Fig. 1: pin placement
Drawn at 4 px/micron. Pins as bars across the die edge, other pins in grey.
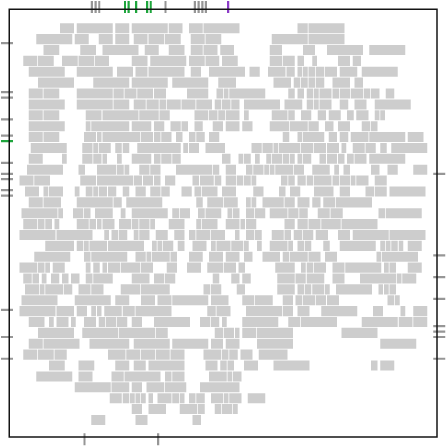
Fig. 2: layout detail
Window x 41 to 66, y 19 to 44 microns. Cells in grey, sequential cells in the stronger grey; small squares are vias.
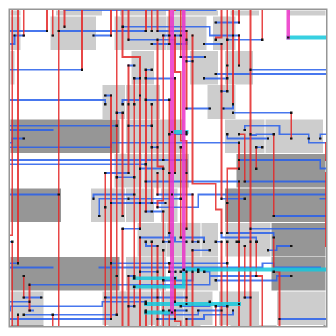
Fig. 3: register map, names as in the netlist
Drawn at 2 px/micron. Other sequential cells in the stronger grey, the rest of the logic in the fainter grey.
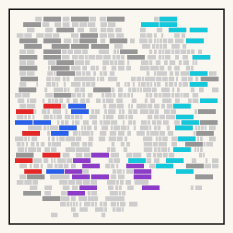
Fig. 4: congestion heat map
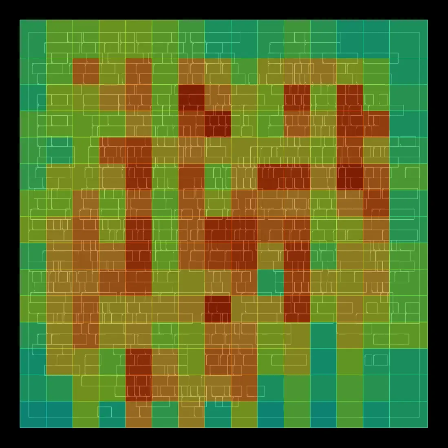
Fig. 5: gate families picked out
Drawn at 2 px/micron.
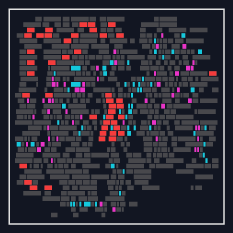
## src/rtl/pid_scheduler.sv

```systemverilog
// pid_scheduler: PID controller that time-shares one serial shift-add multiplier
// across the P, I and D terms. Optional conditional integration: PID_ANTI_WINDUP_EN.
module pid_scheduler #(
    parameter int W     = 6,
    parameter int GW    = 6,
    parameter int ACC_W = 12,
    parameter int SHIFT = 2
) (
    input  logic                clk,
    input  logic                rst,
    input  logic                ena,
    input  logic                sample_valid,
    output logic                sample_ready,
    input  logic signed [W-1:0] e,
    input  logic [GW-1:0]       K_p,
    input  logic [GW-1:0]       K_i,
    input  logic [GW-1:0]       K_d,
    input  logic                int_clr,
    output logic signed [W-1:0] u,
    output logic                u_valid,
    output logic                busy
);
    // Sum width holds the largest product plus carry room for three terms.
    localparam int SW = ACC_W + GW + 2;
    localparam int CW = (GW > 1) ? $clog2(GW) : 1;
    localparam logic [CW-1:0] LAST_BIT = CW'(GW - 1);
    localparam logic signed [W-1:0] U_MAX = {1'b0, {(W-1){1'b1}}};
    localparam logic signed [W-1:0] U_MIN = {1'b1, {(W-1){1'b0}}};

    typedef enum logic [2:0] {
        ST_IDLE  = 3'd0,
        ST_LOAD  = 3'd1,
        ST_MUL_P = 3'd2,
        ST_MUL_I = 3'd3,
        ST_MUL_D = 3'd4,
        ST_SUM   = 3'd5
    } state_t;

    state_t                    state_r, state_nxt_s;
    logic [CW-1:0]             bit_cnt_r;
    logic signed [W-1:0]       e_r, e_prior_r;
    logic [GW-1:0]             kp_r, ki_r, kd_r;
    logic signed [W:0]         d_r, d_s;
    logic signed [ACC_W-1:0]   integ_r;
    logic signed [ACC_W:0]     integ_sum_s;
    logic signed [SW-1:0]      sum_r, op_s, addend_s, shifted_s;
    logic [GW-1:0]             gain_s;
    logic                      last_bit_s, hold_int_s;

    function automatic logic signed [ACC_W-1:0] sat_acc(input logic signed [ACC_W:0] x);
        if (x[ACC_W] == x[ACC_W-1]) sat_acc = x[ACC_W-1:0];
        else if (x[ACC_W])          sat_acc = {1'b1, {(ACC_W-1){1'b0}}};
        else                        sat_acc = {1'b0, {(ACC_W-1){1'b1}}};
    endfunction

    function automatic logic signed [W-1:0] sat_w(input logic signed [SW-1:0] x);
        logic [SW-W:0] top;
        top = x[SW-1:W-1];
        if ((top == '0) || (top == '1)) sat_w = x[W-1:0];
        else if (x[SW-1])               sat_w = U_MIN;
        else                            sat_w = U_MAX;
    endfunction

    assign sample_ready = ena && (state_r == ST_IDLE);
    assign last_bit_s   = (bit_cnt_r == LAST_BIT);
    assign integ_sum_s  = {integ_r[ACC_W-1], integ_r} + {{(ACC_W+1-W){e_r[W-1]}}, e_r};
    assign d_s          = {e_r[W-1], e_r} - {e_prior_r[W-1], e_prior_r};
    assign shifted_s    = sum_r >>> SHIFT;

`ifdef PID_ANTI_WINDUP_EN
    // Hold the integral while the output sits on a rail and the error pushes further into it
    always_comb begin
        if ((u == U_MAX) && !e_r[W-1] && (e_r != '0)) hold_int_s = 1'b1;
        else if ((u == U_MIN) && e_r[W-1])             hold_int_s = 1'b1;
        else                                           hold_int_s = 1'b0;
    end
`else
    assign hold_int_s = 1'b0;
`endif

    // Next-state logic for the term sequencer
    always_comb begin
        state_nxt_s = state_r;
        if (!ena) begin
            state_nxt_s = state_r;
        end else begin
            case (state_r)
                ST_IDLE:  state_nxt_s = sample_valid ? ST_LOAD : ST_IDLE;
                ST_LOAD:  state_nxt_s = ST_MUL_P;
                ST_MUL_P: state_nxt_s = last_bit_s ? ST_MUL_I : ST_MUL_P;
                ST_MUL_I: state_nxt_s = last_bit_s ? ST_MUL_D : ST_MUL_I;
                ST_MUL_D: state_nxt_s = last_bit_s ? ST_SUM : ST_MUL_D;
                ST_SUM:   state_nxt_s = ST_IDLE;
                default:  state_nxt_s = ST_IDLE;
            endcase
        end
    end

    // Shared multiplier operand/gain selection and partial-product generation
    always_comb begin
        op_s     = '0;
        gain_s   = '0;
        addend_s = '0;
        case (state_r)
            ST_MUL_P: begin
                op_s   = {{(SW-W){e_r[W-1]}}, e_r};
                gain_s = kp_r;
            end
            ST_MUL_I: begin
                op_s   = {{(SW-ACC_W){integ_r[ACC_W-1]}}, integ_r};
                gain_s = ki_r;
            end
            ST_MUL_D: begin
                op_s   = {{(SW-W-1){d_r[W]}}, d_r};
                gain_s = kd_r;
            end
            default: begin
                op_s   = '0;
                gain_s = '0;
            end
        endcase
        if (gain_s[bit_cnt_r]) addend_s = op_s <<< bit_cnt_r;
        else                   addend_s = '0;
    end

    // State register, gain-bit counter and busy flag
    always_ff @(posedge clk or posedge rst) begin
        if (rst) begin
            state_r   <= ST_IDLE;
            bit_cnt_r <= '0;
            busy      <= 1'b0;
        end else if (ena) begin
            state_r <= state_nxt_s;
            busy    <= (state_nxt_s != ST_IDLE);
            if ((state_r == ST_MUL_P) || (state_r == ST_MUL_I) || (state_r == ST_MUL_D))
                bit_cnt_r <= last_bit_s ? '0 : bit_cnt_r + CW'(1);
            else
                bit_cnt_r <= '0;
        end
    end

    // Sample capture, integral/derivative update and product accumulation
    always_ff @(posedge clk or posedge rst) begin
        if (rst) begin
            e_r       <= '0;
            kp_r      <= '0;
            ki_r      <= '0;
            kd_r      <= '0;
            e_prior_r <= '0;
            d_r       <= '0;
            integ_r   <= '0;
            sum_r     <= '0;
        end else if (ena) begin
            case (state_r)
                ST_IDLE: begin
                    if (int_clr) begin
                        integ_r   <= '0;
                        e_prior_r <= '0;
                    end
                    if (sample_valid) begin
                        e_r  <= e;
                        kp_r <= K_p;
                        ki_r <= K_i;
                        kd_r <= K_d;
                    end
                end
                ST_LOAD: begin
                    if (!hold_int_s) integ_r <= sat_acc(integ_sum_s);
                    d_r       <= d_s;
                    e_prior_r <= e_r;
                    sum_r     <= '0;
                end
                ST_MUL_P, ST_MUL_I, ST_MUL_D: sum_r <= sum_r + addend_s;
                default: sum_r <= sum_r;
            endcase
        end
    end

    // Output register; u_valid is a single-cycle pulse issued only when SUM executes
    always_ff @(posedge clk or posedge rst) begin
        if (rst) begin
            u       <= '0;
            u_valid <= 1'b0;
        end else if (ena && (state_r == ST_SUM)) begin
            u       <= sat_w(shifted_s);
            u_valid <= 1'b1;
        end else begin
            u_valid <= 1'b0;
        end
    end
endmodule
```

## config.mk

```make
export PLATFORM = sky130hd
export DESIGN_NAME = pid_scheduler
export DESIGN_NICKNAME = d
export VERILOG_FILES = /design/src/rtl/pid_scheduler.sv
export SDC_FILE = /design/constraint.sdc
export NUM_CORES = 1
export LEC_CHECK = 0
export CAP_MARGIN = 20
export CORE_MARGIN = 2
export CORE_UTILIZATION = 54
export DETAILED_ROUTE_END_ITERATION = 8
export HOLD_SLACK_MARGIN = 0.15
export PLACE_DENSITY_LB_ADDON = 0.3
export RECOVER_POWER = 25
export SETUP_SLACK_MARGIN = 0.1
export SYNTH_ARGS = -nofsm -noshare
export SYNTH_HDL_FRONTEND = slang
export SYNTH_SLANG_ARGS = --single-unit
```

## constraint.sdc

```tcl
create_clock -name clk -period 4.5 [get_ports clk]
set_input_delay 0.9 -clock clk [delete_from_list [all_inputs] [get_ports clk]]
set_output_delay 0.9 -clock clk [all_outputs]
set_load 0.03 [all_outputs]
```

==> results.toml <==
# generated from flow reports
[floorplan]
chip_area_sq_um = 11400
fp_util_pct = 55.3
pin_count = 38

[flow_run]
max-cap-violations = 1
warning_count = 26

[final_timing]
hold_slack_ps = 492
timing.final.hold_violations = 0
maxClockFrequency_mhz = 241
post-route-worst-setup-slack_ps = 348
setup_violating_endpoint_count_in_the_final_report = 0
final.min_clock_period_ps = 4150
drv_slew = 48
max_slew_headroom_at_the_worst_pin_pct = -34.5

[synth]
area_leaders = "dfrtp_1 37%, ha_1 8.1%, mux2_2 6.3%, a22o_1 4.6%, a21oi_1 4.3%"
yosys_most_used_dff = "dfrtp_1"
edf_count = 0
ys_seq_share_pct = 36.6
synth_area_per_cell_sq_um = 9.71
netlist_area_sq_um = 5680
synthesis.yosys.warnings = 0
yosys_cells = 585
yosysChipArea_sq_um = 5680
synth.ff_latch_count = 83

[global_routing]
gr-usage-all-layers_pct = 24.7
antenna_found_initial = 0
grt_max_degree = 48
grt_total_ovfl = 0
gr-usage-met3_pct = 3.92
wire_length_of_the_first_global_routing_pass_microns = 22600

[power_and_ir_drop]
net-switching-power_mw = 2.07
share_seq_of_total_power_pct = 28.7
powerDensity_nw_per_um2 = 715
combPwrFrac_pct = 58.9
power_mw = 4.63
p_leak_nw = 2.99
max_ir_drop_vdd_v = 0.000426

[detailed_routing]
vias = 4707
drtAntennaViolNets = 0
average_vias_per_placed_instance = 6.19
drt-initial-drc-count = 252
drcViolationCount = 0

[clock_tree]
worstSkewPairLatency_ps = 360
cts-htree-levels = 3
cts_buf_count = 9
clock_tree_root_driver_cell = "clkbuf_8"

[worst_setup_path]
crit_path_max_fanout = 7
endpoint_kind = "flop"
crit-reg2reg-launch = "state_r[1]"
timing.critical_path.required_ps = 4750
crit_type = "reg2reg"
timing.reg2reg.setup_slack_ps = 350
r2r_cells = 17
cpMaxStageDelayCell = "dfrtp_2"
critical_path.top_delay_family = "AND-OR/OR-AND gates"
timing.critical_path.depth = 17

[cells_and_area]
drive_above_1_share_pct = 14.2
layout.filler_cells = 841
area_growth_pct = 14.0
post_route_insts_no_fill = 761
largest_reg_flops = 20
layout.nets = 689
post_route_cell_area_sq_um = 6470
insertedDiodeCount = 0

[run_status]
run_status = "complete, but fails checks"
violations = "max-capacitance violations, max-slew violations"

[place]
dp_cells = 743

[hold_path]
worstHoldEndpoint = "d_r[5]"
worst_hold_path.num_cells = 2
Notes on Fig. 1 above:
legend:
  `busy`:
    colour: purple
    pins: 1
    direction: output
    edge: top
  `K_d`:
    colour: green
    pins: 6
    direction: input
    edge: 5 top, 1 left
all pins by edge: 14 top, 14 left, 8 right, 2 bottom

Notes on Fig. 2 above:
legend:
  metal 2:
    colour: red
  metal 3:
    colour: cyan
  metal 1:
    colour: blue
  metal 4:
    colour: magenta
sequential cells in the window: 4
netlist names of flops here include: `integ_r` (3), `sum_r` (1)
most frequent: dfrtp_1 (4), a221o_1 (3), ha_1 (3)
cells with their middle in the window: 34

Notes on Fig. 3 above:
legend:
  `sum_r`:
    colour: cyan
    placed_flops: 20
  `e_prior_r`:
    colour: red
    placed_flops: 6
  `integ_r`:
    colour: purple
    placed_flops: 12
  `d_r`:
    colour: blue
    placed_flops: 7
    where: middle left
not coloured: 38

Notes on Fig. 4 above:
per-cell routed wire length: 17.4 microns
met1 usage in global routing: 32.3%
Finished Core Util: 63.0%
grt peak-use layer: met2

Notes on Fig. 5 above:
legend:
  mux cells:
    colour: red
    cells: 44
    most_used: mux2_2
  nand cells:
    colour: magenta
    cells: 51
    most_used: nand2_1
  nor cells:
    colour: cyan
    cells: 53
    most_used: nor2_1

## logic make-up after synthesis
family	share of synthesized area [%]
buf+inv	4.07
simple gates	11.4
compound gates	25.8
mux	8.46
fa+ha+maj	9.21
xor+xnor	4.47
flops	36.6
## what timing repair did
action                                  4_1_cts  5_1_grt
resized                                       1       13
buffers inserted                              0        2
pin swaps                                     0        0
endpoints found under the setup margin        3        6
## worst register-to-register path, cell delays in order, from the launching register on
cell and delay (ps):
dfrtp_2 470, nor2b_4 170, and2_2 240, a221oi_2 320
a211o_1 160, a21oi_1 130, and3_1 200, ha_1 220
fa_1 430, a21oi_1 220, o21ai_0 170, a21o_1 260
a2111oi_2 310, buf_4 180, o21ai_0 90, a31oi_1 210
xnor2_1 80, a22o_1 190
## power by group through the flow
stage          clock network (mW)  logic, mW  registers [mW]
2_1_floorplan                   0       2.10            1.25
3_3_place_gp                    0       2.54            1.33
3_5_place_dp                    0       2.65            1.33
4_1_cts                     0.582       2.67            1.32
5_1_grt                     0.615       3.04            1.36
6_report                    0.572       2.73            1.33
## cells in the final DEF, fill, tap and decap left out, drive strengths merged, types with 4 or more instances in the layout
| cell | instances |
|---|---|
| or3 | 5 |
| xor2 | 11 |
| a2111oi | 5 |
| and2 | 7 |
| o211ai | 4 |
| xnor2 | 18 |
| mux2i | 12 |
| a31oi | 5 |
| clkbuf | 11 |
| a21o | 14 |
| o21bai | 5 |
| mux2 | 32 |
| o21ai | 33 |
| nand2 | 26 |
| a211oi | 10 |
| nor2b | 11 |
| or2 | 4 |
| nor2 | 36 |
| clkinv | 4 |
| a22oi | 8 |
| a21oi | 50 |
| nand4 | 7 |
| inv | 23 |
| clkdlybuf4s50 | 36 |
| nand3 | 13 |
| a221o | 14 |
| ha | 37 |
| a22o | 30 |
| and3 | 8 |
| dfrtp | 83 |
| buf | 19 |
## layer usage
layer  routed length (microns)  share of wire, %
met5                         0                 0
met4                       174               1.3
met3                       558               4.2
met2                      6760                51
met1                      5780                44
## cells in the mapped netlist, drive strengths merged, types with 7 or more instances
cell type,instances
mux2i,12
dfrtp,83
a22o,30
nand3,13
nor2b,11
a211oi,10
nand4,7
and2,7
a21oi,50
and3,8
buf,8
a21o,14
mux2,32
xor2,11
clkbuf,25
a22oi,8
ha,37
nor2,36
nand2,26
o21ai,33
a221o,14
inv,22
xnor2,18
## cell type report
class                      instances  area, sq um  share of cell area (%)
tap                              136          170                    2.63
clock inverter                     6         72.6                    1.12
sequential                        83         2080                    32.1
multi-input combinational        446         3410                    52.7
inverter                          23         87.6                    1.35
clock buffer                      10          138                    2.13
timing repair buffer              57          517                    7.98
## worst max-delay path by stage
| stage | startpoint | to | slack [ps] |
|---|---|---|---|
| 6_report | state_r[1] | sum_r[18] | 350 |
| 5_1_grt | state_r[1] | sum_r[18] | 100 |
| 4_1_cts | state_r[1] | sum_r[18] | 120 |
| 3_5_place_dp | state_r[1] | sum_r[18] | 70 |
| 3_3_place_gp | state_r[1] | sum_r[18] | 200 |
| 2_1_floorplan | state_r[1] | sum_r[18] | 280 |
Power is estimated from default activity; no workload was simulated.
